`src/rtl/uart_tx_arb_if.sv`:
```
// Client request/ack bundle plus transmitter launch/ready handshake for uart_tx_arb.
// slave is the arbiter's view; master is the client/transmitter side.
interface uart_tx_arb_if #(
    parameter int unsigned N_CLIENTS = 4
);
    localparam int unsigned IDW = (N_CLIENTS > 1) ? $clog2(N_CLIENTS) : 1;

    logic [N_CLIENTS-1:0]   cli_req;
    logic [8*N_CLIENTS-1:0] cli_data;
    logic [N_CLIENTS-1:0]   cli_last;
    logic [N_CLIENTS-1:0]   cli_ack;
    logic [IDW-1:0]         grant_id;
    logic                   busy;
    logic                   lock_to;
    logic                   tx_start;
    logic [7:0]             tx_data;
    logic                   tx_rdy;

    modport slave (
        input  cli_req, cli_data, cli_last, tx_rdy,
        output cli_ack, grant_id, busy, lock_to, tx_start, tx_data
    );

    modport master (
        output cli_req, cli_data, cli_last, tx_rdy,
        input  cli_ack, grant_id, busy, lock_to, tx_start, tx_data
    );
endinterface

```
`src/rtl/uart_tx_arb.sv`:
```
// Round-robin, packet-locked arbiter sharing one UART transmitter among N_CLIENTS.
// A granted client keeps the transmitter until its last byte or a request-gap timeout.
module uart_tx_arb #(
    parameter int unsigned N_CLIENTS   = 4,
    parameter int unsigned GAP_TIMEOUT = 26050
) (
    input logic          clk,
    input logic          rst_n,
    uart_tx_arb_if.slave bus
);
    localparam int unsigned IDW = (N_CLIENTS > 1) ? $clog2(N_CLIENTS) : 1;

    typedef enum logic [2:0] {
        StArb,
        StStart,
        StWaitLo,
        StWaitHi,
        StNext
    } state_e;

    state_e               state_q, state_d;
    logic [IDW-1:0]       rr_ptr_q, rr_ptr_d;
    logic [IDW-1:0]       grant_q, grant_d;
    logic [7:0]           tx_data_q, tx_data_d;
    logic                 tx_start_q, tx_start_d;
    logic [N_CLIENTS-1:0] ack_q, ack_d;
    logic                 busy_q, busy_d;
    logic                 lock_to_q, lock_to_d;
    logic                 last_q, last_d;
    logic [15:0]          gap_cnt_q, gap_cnt_d;

    logic                 win_vld;
    logic [IDW-1:0]       win_id;

    // (base + off) mod N_CLIENTS, with off < N_CLIENTS
    function automatic logic [IDW-1:0] wrap_add(input logic [IDW-1:0] base,
                                                input int unsigned off);
        int unsigned s;
        s = 32'(base) + off;
        if (s >= N_CLIENTS) begin
            s = s - N_CLIENTS;
        end
        return IDW'(s);
    endfunction

    // First requester at or after rr_ptr, wrapping around.
    always_comb begin
        win_vld = 1'b0;
        win_id  = '0;
        for (int unsigned k = 0; k < N_CLIENTS; k++) begin
            if (!win_vld && bus.cli_req[wrap_add(rr_ptr_q, k)]) begin
                win_vld = 1'b1;
                win_id  = wrap_add(rr_ptr_q, k);
            end
        end
    end

    always_comb begin
        state_d    = state_q;
        rr_ptr_d   = rr_ptr_q;
        grant_d    = grant_q;
        tx_data_d  = tx_data_q;
        last_d     = last_q;
        busy_d     = busy_q;
        gap_cnt_d  = gap_cnt_q;
        tx_start_d = 1'b0;
        ack_d      = '0;
        lock_to_d  = 1'b0;

        unique case (state_q)
            StArb: begin
                if (bus.tx_rdy && win_vld) begin
                    grant_d        = win_id;
                    tx_data_d      = bus.cli_data[{win_id, 3'b000} +: 8];
                    last_d         = bus.cli_last[win_id];
                    busy_d         = 1'b1;
                    tx_start_d     = 1'b1;
                    ack_d[win_id]  = 1'b1;
                    state_d        = StStart;
                end else begin
                    busy_d = 1'b0;
                end
            end

            StStart: begin
                state_d = StWaitLo;
            end

            // Ignore a stale-high tx_rdy until the frame has visibly started.
            StWaitLo: begin
                if (!bus.tx_rdy) begin
                    state_d = StWaitHi;
                end
            end

            StWaitHi: begin
                if (bus.tx_rdy) begin
                    if (last_q) begin
                        rr_ptr_d = wrap_add(grant_q, 1);
                        busy_d   = 1'b0;
                        state_d  = StArb;
                    end else begin
                        gap_cnt_d = '0;
                        state_d   = StNext;
                    end
                end
            end

            // Locked to grant_q; a request on the timeout cycle still wins.
            StNext: begin
                if (bus.cli_req[grant_q]) begin
                    tx_data_d      = bus.cli_data[{grant_q, 3'b000} +: 8];
                    last_d         = bus.cli_last[grant_q];
                    tx_start_d     = 1'b1;
                    ack_d[grant_q] = 1'b1;
                    state_d        = StStart;
                end else begin
                    gap_cnt_d = gap_cnt_q + 16'd1;
                    if (gap_cnt_q == 16'(GAP_TIMEOUT - 1)) begin
                        lock_to_d = 1'b1;
                        busy_d    = 1'b0;
                        rr_ptr_d  = wrap_add(grant_q, 1);
                        state_d   = StArb;
                    end
                end
            end

            default: begin
                state_d = StArb;
            end
        endcase
    end

    always_ff @(posedge clk or negedge rst_n) begin
        if (!rst_n) begin
            state_q    <= StArb;
            rr_ptr_q   <= '0;
            grant_q    <= '0;
            tx_data_q  <= 8'h00;
            last_q     <= 1'b0;
            busy_q     <= 1'b0;
            gap_cnt_q  <= '0;
            tx_start_q <= 1'b0;
            ack_q      <= '0;
            lock_to_q  <= 1'b0;
        end else begin
            state_q    <= state_d;
            rr_ptr_q   <= rr_ptr_d;
            grant_q    <= grant_d;
            tx_data_q  <= tx_data_d;
            last_q     <= last_d;
            busy_q     <= busy_d;
            gap_cnt_q  <= gap_cnt_d;
            tx_start_q <= tx_start_d;
            ack_q      <= ack_d;
            lock_to_q  <= lock_to_d;
        end
    end

    assign bus.tx_start = tx_start_q;
    assign bus.tx_data  = tx_data_q;
    assign bus.cli_ack  = ack_q;
    assign bus.grant_id = grant_q;
    assign bus.busy     = busy_q;
    assign bus.lock_to  = lock_to_q;

endmodule

```
`src/flat_wrapper.sv`:
```
// flat-port wrapper written by rule: the top's interface ports become plain ports
module uart_tx_arb_flat 
#(
    parameter int unsigned N_CLIENTS   = 4,
    parameter int unsigned GAP_TIMEOUT = 26050
)
  (clk, rst_n, bus_cli_req, bus_cli_data, bus_cli_last, bus_tx_rdy, bus_cli_ack, bus_grant_id, bus_busy, bus_lock_to, bus_tx_start, bus_tx_data);
  uart_tx_arb_if #(.N_CLIENTS(N_CLIENTS)) bus_i ();
  input logic clk;
  input logic rst_n;
  input wire logic [$bits(bus_i.cli_req)-1:0] bus_cli_req;
  input wire logic [$bits(bus_i.cli_data)-1:0] bus_cli_data;
  input wire logic [$bits(bus_i.cli_last)-1:0] bus_cli_last;
  input wire logic [$bits(bus_i.tx_rdy)-1:0] bus_tx_rdy;
  output wire logic [$bits(bus_i.cli_ack)-1:0] bus_cli_ack;
  output wire logic [$bits(bus_i.grant_id)-1:0] bus_grant_id;
  output wire logic [$bits(bus_i.busy)-1:0] bus_busy;
  output wire logic [$bits(bus_i.lock_to)-1:0] bus_lock_to;
  output wire logic [$bits(bus_i.tx_start)-1:0] bus_tx_start;
  output wire logic [$bits(bus_i.tx_data)-1:0] bus_tx_data;
  assign bus_i.cli_req = bus_cli_req;
  assign bus_i.cli_data = bus_cli_data;
  assign bus_i.cli_last = bus_cli_last;
  assign bus_i.tx_rdy = bus_tx_rdy;
  assign bus_cli_ack = bus_i.cli_ack;
  assign bus_grant_id = bus_i.grant_id;
  assign bus_busy = bus_i.busy;
  assign bus_lock_to = bus_i.lock_to;
  assign bus_tx_start = bus_i.tx_start;
  assign bus_tx_data = bus_i.tx_data;
  uart_tx_arb #(.N_CLIENTS(N_CLIENTS), .GAP_TIMEOUT(GAP_TIMEOUT)) u_core (.clk(clk), .rst_n(rst_n), .bus(bus_i));
endmodule
```
`config.mk`:
```
export PLATFORM = sky130hd
export DESIGN_NAME = uart_tx_arb_flat
export DESIGN_NICKNAME = d
export VERILOG_FILES = /design/src/rtl/uart_tx_arb_if.sv /design/src/rtl/uart_tx_arb.sv /design/src/flat_wrapper.sv
export SDC_FILE = /design/constraint.sdc
export NUM_CORES = 1
export LEC_CHECK = 0
export ABC_AREA = 1
export CAP_MARGIN = 10
export CORE_ASPECT_RATIO = 0.7
export CORE_MARGIN = 2
export CORE_UTILIZATION = 51
export DETAILED_ROUTE_END_ITERATION = 8
export PLACE_DENSITY = 0.91
export RECOVER_POWER = 50
export SETUP_SLACK_MARGIN = 0.02
export SLEW_MARGIN = 20
export SYNTH_ARGS = -nofsm -noshare
export SYNTH_HDL_FRONTEND = slang
export SYNTH_SLANG_ARGS = --single-unit
export TNS_END_PERCENT = 1
```
`constraint.sdc`:
```
create_clock -name clk -period 2.4 [get_ports clk]
set_clock_uncertainty 0.15 [all_clocks]
set_input_delay 0.24 -clock clk [delete_from_list [all_inputs] [get_ports clk]]
set_output_delay 0.24 -clock clk [all_outputs]
set_load 0.05 [all_outputs]
```
Fig. 1: run 1, selected gate families
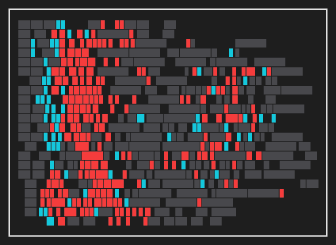
| colour | family | cells | most used |
|---|---|---|---|
| cyan | inv cells | 64 | inv_1 |
| red | nand cells | 197 | nand2_1 |
fraction of standard cell area in multi-input logic: 41.5%
Cell Count, Final, Fillers Out: 544

Fig. 2: run 1, clock wiring as the flow saved it
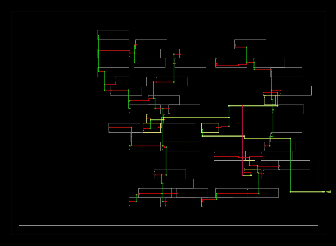
sequential cells: 39
count of clock buffers in the final design: 5

==> out/README.md, run 1 <==
| Stage | Result | This run |
| --- | --- | --- |
| outcome | Run status | complete, no violations |
| critical path | Worst Setup SP | u_core.state_q[1] |
| timing | Number of pins with negative max-slew slack in the final report | 0 |
| floorplanning | Number of core rows | 22 |
| cells and area | Total of plain and repair buffers excluding clock buffers | 69 |
| critical path | FF-to-FF setup slack | 0.20 ns |
| logic synthesis | Average size of a mapped cell | 6.88 µm² |
| logic synthesis | Top cells by area in the synthesized netlist | dfrtp_1 35%, nand2_1 16%, nand3_1 9.6% |
| timing | Worst rel slew slack | 37.6% |
| timing | Unrepaired setup endpoints after global routing | no |
| critical path | Critical path cell sequence | or2_4 > nor2_8 > nand2_2 > nand2_1 > nand2_2 > inv_2 > nand3_2 > inv_2 > nand3_1 > o21ai_1 > a21oi_1 |
| placed design | Instance count after placement with tap cells included | 535 |
| grt | Maximum number of pins on one net before global-route repair | 40 |
| clock tree | Post-CTS setup buffer count | 0 |
| timing | Count of final hold-check violations | 0 |
| cells and area | Antenna cell count | 0 |
| timing | Fmax | 454 MHz |
| placed design | HPWL after detailed placement | 5620 µm |
| pwr | Total leakage power | 1.85 nW |
| critical path | Critical R2R Launch | u_core.state_q[1] |
| drt | Avg Vias per Cell | 5.23 |
| logic synthesis | Post-synth area from yosys stat | 2750 µm² |
| cells and area | Signal buf overhead | 18.6% |
| cells and area | Logic area | 1480 µm² |
| logic synthesis | Most instantiated flip-flop cell in the synthesis netlist | dfrtp_1 |
| drt | Routed wire per std cell | 12.7 µm |
| clock tree | Clock Tree Buf Depth | 2 |
| drt | ANT nets after route | 0 |
| logic synthesis | Post-synthesis cell count | 400 |
| logic synthesis | Yosys warning total | 0 |
| logic synthesis | Seq share, synth | 35.5% |
| floorplanning | Number of primary I/O pins | 60 |
| grt | Vias in the first global route | 2755 |
| cells and area | Non-clock inverter total of the final layout | 64 |
| placed design | Total of buffers placed on input and output ports | 59 |
| critical path | Cell depth of the worst setup path | 11 |
| clock tree | Clk latency late pin | 0.30 ns |
| floorplanning | Die area | 6010 µm² |
| cells and area | Fraction of area in registers | 27.3% |
| pwr | P per Cell Area | 1370 nW/µm² |
| pwr | Post-layout total power | 0.00491 W |
| critical path | Biggest fanout along the worst timing path | 9 |
| timing | Smallest setup slack after layout | 0.195 ns |
| logic synthesis | Share of synthesized registers carrying an async set or reset | 100% |
| logic synthesis | Post-synth regs | 39 |
| cells and area | Share of final-layout standard cells stronger than drive strength 1 | 13.8% |
| placed design | Cell area after placement | 3450 µm² |
| hold path | Cell depth of the worst hold path | 2 |
| logic synthesis | Portion of netlist area occupied by mux cells | 0% |
| clock tree | Root buffer selected by CTS | clkbuf_8 |
| logic synthesis | Distinct lib cells | 36 |
| logic synthesis | AND-OR/OR-AND Cells, Area Fraction | 9.96% |
| logic synthesis | Commonest cells post-synth | 115 x nand2_1, 58 x inv_1, 53 x nand3_1 |
| critical path | Slowest cell on the critical path | dfrtp_1 |
| cells and area | Number of nets at the end of the flow | 520 |
| critical path | Category of the most critical setup path | flop to flop |
| cells and area | Mi-comb count | 292 |
| timing | Total Negative Setup Slacks | 0 ns |
| logic synthesis | Synth Area in XOR/XNOR | 0% |
| cells and area | Area delta synth->final | 29.9% |
| hold path | Hold worst-path end | u_core.bus.tx_data[7] |
| drt | Number of iterations in the first detailed-routing pass | 5 |
| clock tree | Clock edge transition at the registers on the reported setup and hold paths | 0.08 ns |
| timing | Hold_ws | 0.337 ns |
| logic synthesis | Synthesized cell area | 2750 µm² |
| logic synthesis | Number of nets at floorplan | 449 |
| critical path | Worst-case reg-to-reg path depth | 11 |
| logic synthesis | Number of cell instances after yosys synthesis | 400 |
| drt | Post-route DRC | 0 |
| clock tree | CTS tree | yes |
| grt | Initial antenna violation count | 0 |
| floorplanning | Effective utilization at floorplan | 52.6% |
| logic synthesis | Fraction of the mapped netlist area in adder cells | 2.73% |
| critical path | Reg-to-Reg End | u_core.gap_cnt_q[8] |
| logic synthesis | Cell type with the largest total area | dfrtp_1 |
| floorplanning | Number of tap cells added at floorplan | 72 |
| critical path | Critical path endpoint category | flop |
| cells and area | Sequential cell area | 977 µm² |
| clock tree | Clock Sinks | 39 |
| hold path | Worst hold start | u_core.bus.tx_data[7] |
| critical path | Number of buffers and inverters on the critical path | 2 |
| cells and area | Post-Route Utilization | 68.3% |
| critical path | Worst endpoint data arrival time | 2.23 ns |
| timing | Worst-margin pin slew | 0.937 ns |
| grt | First-pass GRT wire length | 11900 µm |
| logic synthesis | Area share of and/or/nand/nor cells after synthesis | 41.3% |
| cells and area | Cell area after layout | 3570 µm² |
| cells and area | Area-dominant class | multi-input combinational cells |
| critical path | CP peak stage delay | 0.43 ns |
| logic synthesis | Largest family of logic cells by area | simple AND/OR/NAND/NOR gates |
| critical path | Category of the worst setup path launch point | flop |
| logic synthesis | Leading cell type by number of instances after synthesis | nand2_1 |
| cells and area | Clock-cell share of area | 3.26% |
| timing | Shortest period the worst path allows | 2.20 ns |
| grt | Total routing usage reported by global routing | 24.2% |
| placed design | Placement Setup Slack | 0.0652 ns |
| logic synthesis | Number of enable flip-flop cells | 0 |
| timing | Post-route clock period utilization | 91.9% |
| critical path | Family with the most delay on the worst path | simple AND/OR/NAND/NOR gates |
| grt | Total gr overflow | 0 |
| run | Number of warnings the tools reported | 30 |
| timing | Setup Viol. Count Final | 0 |
| run | # Max-Cap Violations | 0 |
| cells and area | Fillers | 438 |
| critical path | CP Capture Point | u_core.gap_cnt_q[8] |
| clock tree | Number of buffers added by the clock tree synthesis step | 5 |
| clock tree | Maximum level of the CTS H-tree | 2 |
| placed design | Routability cong. | 0.904 |
| logic synthesis | Synth top area share | 35.5% |
| hold path | Tightest Hold Check Type | flop to flop |
| drt | Detailed router's first-iteration violation count | 161 |
| critical path | Critical Path RT | 2.42 ns |
Fig. 3: run 1, power grid
Pins as bars on the die edge.
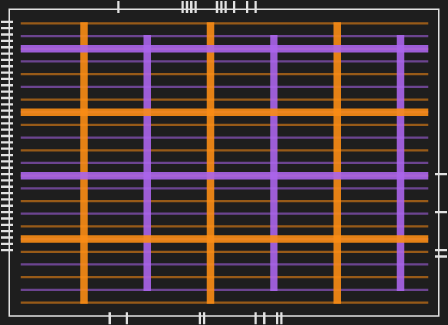
| colour | net |
|---|---|
| orange | VSS |
| purple | VDD |
rows: 22
signal pins: 60
met4 straps: 6
met5 straps: 4
Core Area: 5230 µm²
Die X-Extent: 91.8 µm
largest voltage drop on the vdd net: 0.000764 V
Die Y-Extent: 65.4 µm

Fig. 4: run 1, met1 routing
Supply wires on this layer in grey.
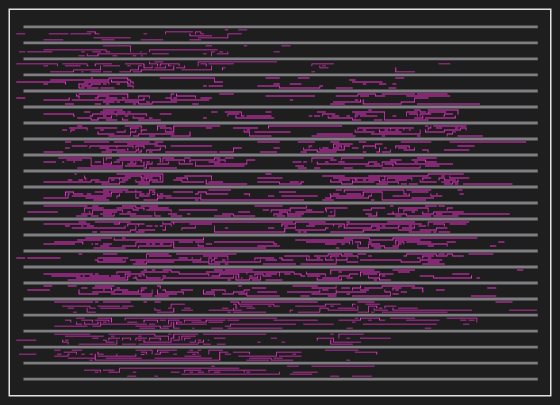
nets with wire on the layer: 462
longest straight run: 25.8 µm
share of all routed wire: 44%
wire length on this layer: 3070 µm
final wirelength: 6910 µm
M1 GR Usage: 32.4%
vias post-DR: 2843

run 1: routing by layer:
metal	GRT usage [%]	up-vias	wire length, µm
met3	3.90	14	562
met2	41.5	142	3190
met5	0	-	0
met4	6.53	0	93
li1	-	1415	-
met1	32.4	1272	3070
run 1: tightest hold or removal path, stage by stage (launching register included):
cell and delay [ns]:
dfrtp_1 0.35, nand2_1 0.06, nand2_1 0.05
run 1: cells in the final DEF, fill, tap and decap left out, types with 2 or more instances in the layout:
cell,synthesis,layout
nor3_1,6,6
a21oi_1,18,18
clkbuf_8,0,5
ha_1,6,6
inv_4,1,2
inv_1,58,58
o21ai_2,3,3
nand2_1,115,116
dfrtp_1,39,38
nor2_4,2,2
nand3_1,53,53
nand2_2,21,20
buf_4,1,9
nor3_2,2,2
o22ai_1,2,2
nand2_4,2,2
dlygate4sd3_1,0,6
inv_2,5,4
clkdlybuf4s50_1,0,53
o21ai_0,19,19
nand3_2,4,4
nor2_1,26,26
run 1: report_power, final:
part / total, W / internal, W / switching (W)
sequential: 0.00113 / 0.000896 / 0.000232
combinational: 0.00323 / 0.00110 / 0.00213
clock: 0.000552 / 0.000315 / 0.000237
total: 0.00491 / 0.00231 / 0.00260
run 1: timing repair:
item | CTS | global route
endpoints found under the hold margin | 39 | 0
endpoints found under the setup margin | 0 | 11
gates resized | 0 | 2
hold buffers | 1 | 0
run 1: state kept, by name, indices dropped and copies added (netlist names):
| name | count |
|---|---|
| u_core.bus.busy | 1 |
| u_core.bus.cli_ack | 4 |
| u_core.bus.grant_id | 2 |
| u_core.bus.lock_to | 1 |
| u_core.bus.tx_data | 8 |
| u_core.bus.tx_start | 1 |
| u_core.gap_cnt_q | 16 |
| u_core.last_q | 1 |
| u_core.rr_ptr_q | 2 |
| u_core.state_q | 3 |
==> inputs of run 2 (changes only) <==
--- a/config.mk
+++ b/config.mk
@@ -9,9 +9,9 @@
 export CAP_MARGIN = 10
 export CORE_ASPECT_RATIO = 0.7
 export CORE_MARGIN = 2
-export CORE_UTILIZATION = 51
+export CORE_UTILIZATION = 55
 export DETAILED_ROUTE_END_ITERATION = 8
-export PLACE_DENSITY = 0.91
+export PLACE_DENSITY = 0.95
 export RECOVER_POWER = 50
 export SETUP_SLACK_MARGIN = 0.02
 export SLEW_MARGIN = 20
==> constraint.sdc (replaced) <==
create_clock -name clk -period 2.62 [get_ports clk]
set_clock_uncertainty 0.15 [all_clocks]
set_input_delay 0.262 -clock clk [delete_from_list [all_inputs] [get_ports clk]]
set_output_delay 0.262 -clock clk [all_outputs]
set_load 0.05 [all_outputs]
==> out/README.md, run 2 <==
| Stage | Result | This run |
| --- | --- | --- |
| outcome | Run status | complete, no violations |
| logic synthesis | Synthesized cell area | 2750 µm² |
| cells and area | Logic area | 1480 µm² |
| logic synthesis | Top cells by area in the synthesized netlist | dfrtp_1 35%, nand2_1 16%, nand3_1 9.6% |
| hold path | Tightest Hold Check Type | flop to flop |
| timing | Setup Viol. Count Final | 0 |
| pwr | Power in the clock group | 0.000438 W |
| clock tree | Clock Sinks | 39 |
| logic synthesis | Yosys warning total | 0 |
| grt | Total routing usage reported by global routing | 25.9% |
| run | # Max-Cap Violations | 0 |
| critical path | Worst path most repeated cell | nand2_1 |
| clock tree | Clock Tree Buf Depth | 2 |
| critical path | Reg-to-Reg End | u_core.bus.tx_data[3] |
| critical path | CP Capture Point | u_core.bus.tx_data[3] |
| pwr | Top power consumer group | combinational cells |
| drt | Number of iterations in the first detailed-routing pass | 5 |
| pwr | Largest voltage drop on the vdd net | 0.000753 V |
| floorplanning | Die area | 5590 µm² |
| critical path | Critical path cell sequence | inv_2 > nand2_1 > nand3_2 > nand2_2 > nor2_4 > nand3_2 > nand2_2 > nand3_4 > nand2_4 > nand2_1 > nand3_1 > nand2_1 > nand2_1 > nand2_1 |
| cells and area | Sequential cell area | 977 µm² |
| logic synthesis | Leading cell type by number of instances after synthesis | nand2_1 |
| pwr | Part of the power in the clock network | 10.1% |
| critical path | Category of the most critical setup path | flop to flop |
| timing | Worst rel slew slack | 38.1% |
| placed design | Instance count after placement with tap cells included | 526 |
| grt | Total gr overflow | 0 |
| timing | Shortest period the worst path allows | 2.31 ns |
| grt | Maximum number of pins on one net before global-route repair | 40 |
| critical path | Worst Setup SP | u_core.rr_ptr_q[0] |
| critical path | Worst endpoint data arrival time | 2.35 ns |
| critical path | Family with the most delay on the worst path | simple AND/OR/NAND/NOR gates |
| logic synthesis | Seq share, synth | 35.5% |
| logic synthesis | Post-synth area from yosys stat | 2750 µm² |
| grt | First-pass GRT wire length | 11600 µm |
| critical path | Number of buffers and inverters on the critical path | 1 |
| pwr | Comb pwr | 0.00289 W |
| logic synthesis | Most instantiated flip-flop cell in the synthesis netlist | dfrtp_1 |
| cells and area | Top reg by flops | u_core.gap_cnt_q |
| logic synthesis | Distinct lib cells | 36 |
| clock tree | Clock edge transition at the registers on the reported setup and hold paths | 0.08 ns |
| pwr | Net switching fraction of the power | 54.3% |
| clock tree | Post-CTS setup buffer count | 0 |
| hold path | Cell depth of the worst hold path | 2 |
| floorplanning | Core Area | 4810 µm² |
| logic synthesis | Post-synth regs | 39 |
| run | Number of warnings the tools reported | 30 |
| drt | Final wirelength | 6760 µm |
| clock tree | Clk latency late pin | 0.30 ns |
| critical path | Biggest fanout along the worst timing path | 17 |
| drt | Avg Vias per Cell | 5.23 |
| placed design | HPWL after detailed placement | 5250 µm |
| timing | Count of final hold-check violations | 0 |
| hold path | Hold worst-path end | u_core.bus.tx_data[2] |
| grt | Initial antenna violation count | 0 |
| clock tree | Root buffer selected by CTS | clkbuf_8 |
| pwr | Power Internal | 0.00198 W |
| logic synthesis | Number of cell instances after yosys synthesis | 400 |
| pwr | Total leakage power | 1.81 nW |
| critical path | Cell depth of the worst setup path | 14 |
| drt | Vias post-DR | 2799 |
| cells and area | Antenna cell count | 0 |
| timing | Post-route clock period utilization | 88.0% |
| drt | Detailed router's first-iteration violation count | 146 |
| logic synthesis | Cell type with the largest total area | dfrtp_1 |
| logic synthesis | Post-synthesis cell count | 400 |
| floorplanning | Number of core rows | 21 |
| critical path | Slowest cell on the critical path | dfrtp_2 |
| floorplanning | Die X-Extent | 88.5 µm |
| pwr | Reg power frac | 23.2% |
| critical path | CP peak stage delay | 0.50 ns |
| critical path | Critical R2R Launch | u_core.rr_ptr_q[0] |
| grt | Vias in the first global route | 2607 |
| cells and area | Most frequent cells in the layout | 116 x nand2_1, 59 x inv_1, 53 x nand3_1, 53 x clkdlybuf4s50_1, 38 x dfrtp_1 |
| logic synthesis | Share of synthesized registers carrying an async set or reset | 100% |
| logic synthesis | Number of enable flip-flop cells | 0 |
| critical path | Category of the worst setup path launch point | flop |
| pwr | P per Cell Area | 1240 nW/µm² |
| placed design | Routability cong. | 0.877 |
| timing | Unrepaired setup endpoints after global routing | no |
| logic synthesis | Synth top area share | 35.5% |
| drt | Routed wire per std cell | 12.6 µm |
| logic synthesis | Number of nets at floorplan | 449 |
| floorplanning | Number of primary I/O pins | 60 |
| timing | Number of pins with negative max-slew slack in the final report | 0 |
| logic synthesis | Commonest cells post-synth | 115 x nand2_1, 58 x inv_1, 53 x nand3_1 |
| cells and area | Fillers | 350 |
| pwr | Power share of the combinational group | 66.7% |
| cells and area | Number of nets at the end of the flow | 514 |
| hold path | Worst hold start | u_core.bus.tx_data[2] |
| drt | Post-route DRC | 0 |
| critical path | Critical Path RT | 2.67 ns |
| logic synthesis | Average size of a mapped cell | 6.88 µm² |
| cells and area | Number of flip-flops under the largest register name | 16 |
| placed design | Total of buffers placed on input and output ports | 59 |
| drt | ANT nets after route | 0 |
| cells and area | Share of final-layout standard cells stronger than drive strength 1 | 12.4% |
| cells and area | Area delta synth->final | 27.4% |
| clock tree | CTS tree | yes |
| timing | Fmax | 434 MHz |
| critical path | Worst-case reg-to-reg path depth | 14 |
| timing | Worst-margin pin slew | 0.928 ns |
| clock tree | Maximum level of the CTS H-tree | 2 |
| pwr | Net switching power | 0.00236 W |
| critical path | FF-to-FF setup slack | 0.31 ns |
| floorplanning | Effective utilization at floorplan | 57.2% |
| timing | Total Negative Setup Slacks | 0 ns |
| floorplanning | Die Y-Extent | 63.2 µm |
| clock tree | Number of buffers added by the clock tree synthesis step | 5 |
| critical path | Critical path endpoint category | flop |
-- run 2: cell types whose count changed in the layout (fill, tap and decap cells not counted), sizes merged --
| cell | previous run | this run |
|---|---|---|
| buf | 9 | 3 |
| bufinv | 1 | 0 |
| clkbuf | 6 | 7 |
| clkinvlp | 0 | 1 |
| inv | 65 | 64 |
-- run 2: metal layers --
layer	GRT usage, %	vias up	share of wire [%]
li1	-	1399	-
met1	35.6	1257	45
met2	39.9	127	46
met3	6.42	16	7.3
met4	8.90	0	1.8
met5	0	-	0
-- run 2: cell families after synthesis --
kind of cell	count (synthesis)	share of synthesized area (%)
DFF	39	35.5
AOI/OAI and AO/OA	48	9.96
buffers and inverters	69	10.6
and+or+nand+nor	238	41.3
adders and majority gates	6	2.73
-- run 2: layout make-up --
type | count | share of cell area [%]
inverter | 64 | 6.93
timing repair buffer | 63 | 17.6
clock buffer | 6 | 2.36
sequential | 39 | 27.9
clock inverter | 2 | 0.464
multi-input combinational | 292 | 42.3
tap | 69 | 2.46
-- run 2: stage by stage --
step / utilization [%] / hold slack [ns] / area, µm² / power (W) / setup slack, ns
6_report: 72.9 / 0.333 / 3500 / 0.00434 / 0.315
3_5_place_dp: 70.6 / 0.264 / 3400 / 0.00387 / 0.181
4_1_cts: 72.9 / 0.336 / 3510 / 0.00432 / 0.245
2_1_floorplan: - / -0.184 / 2750 / 0.00324 / 0.381
3_3_place_gp: 70.6 / 0.260 / 3400 / 0.00375 / 0.299
5_1_grt: 72.9 / 0.363 / 3500 / 0.00469 / 0.0840
-- run 2: timing repair --
action / 4_1_cts / 5_1_grt
endpoints found under the setup margin: 0 / 8
hold buffers: 1 / 0
endpoints found under the hold margin: 39 / 0
gates resized: 0 / 1
Fig. 5: run 2, register map, names as in the netlist
Other sequential cells in the stronger grey, the rest of the logic in the fainter grey.
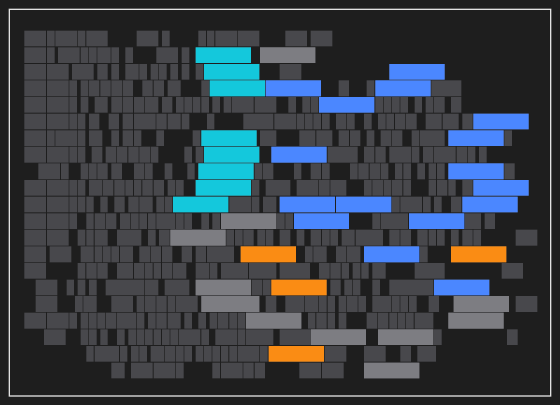
| colour | netlist name | sequential cells |
|---|---|---|
| blue | `u_core.gap_cnt_q` | 16 |
| orange | `u_core.bus.cli_ack` | 4 |
| cyan | `u_core.bus.tx_data` | 8 |
not coloured: 11
sequential cell power: 0.00100 W
Post-Route Utilization: 72.9%
fraction of area in registers: 27.9%

Fig. 6: run 2, selected gate families
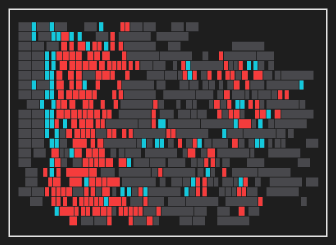
| colour | family | cells | most used |
|---|---|---|---|
| red | nand cells | 197 | nand2_1 |
| cyan | inv cells | 64 | inv_1 |
most common logic cell in the routed design: nand2_1
Cell Count, Final, Fillers Out: 535

Power is estimated from default activity; no workload was simulated.
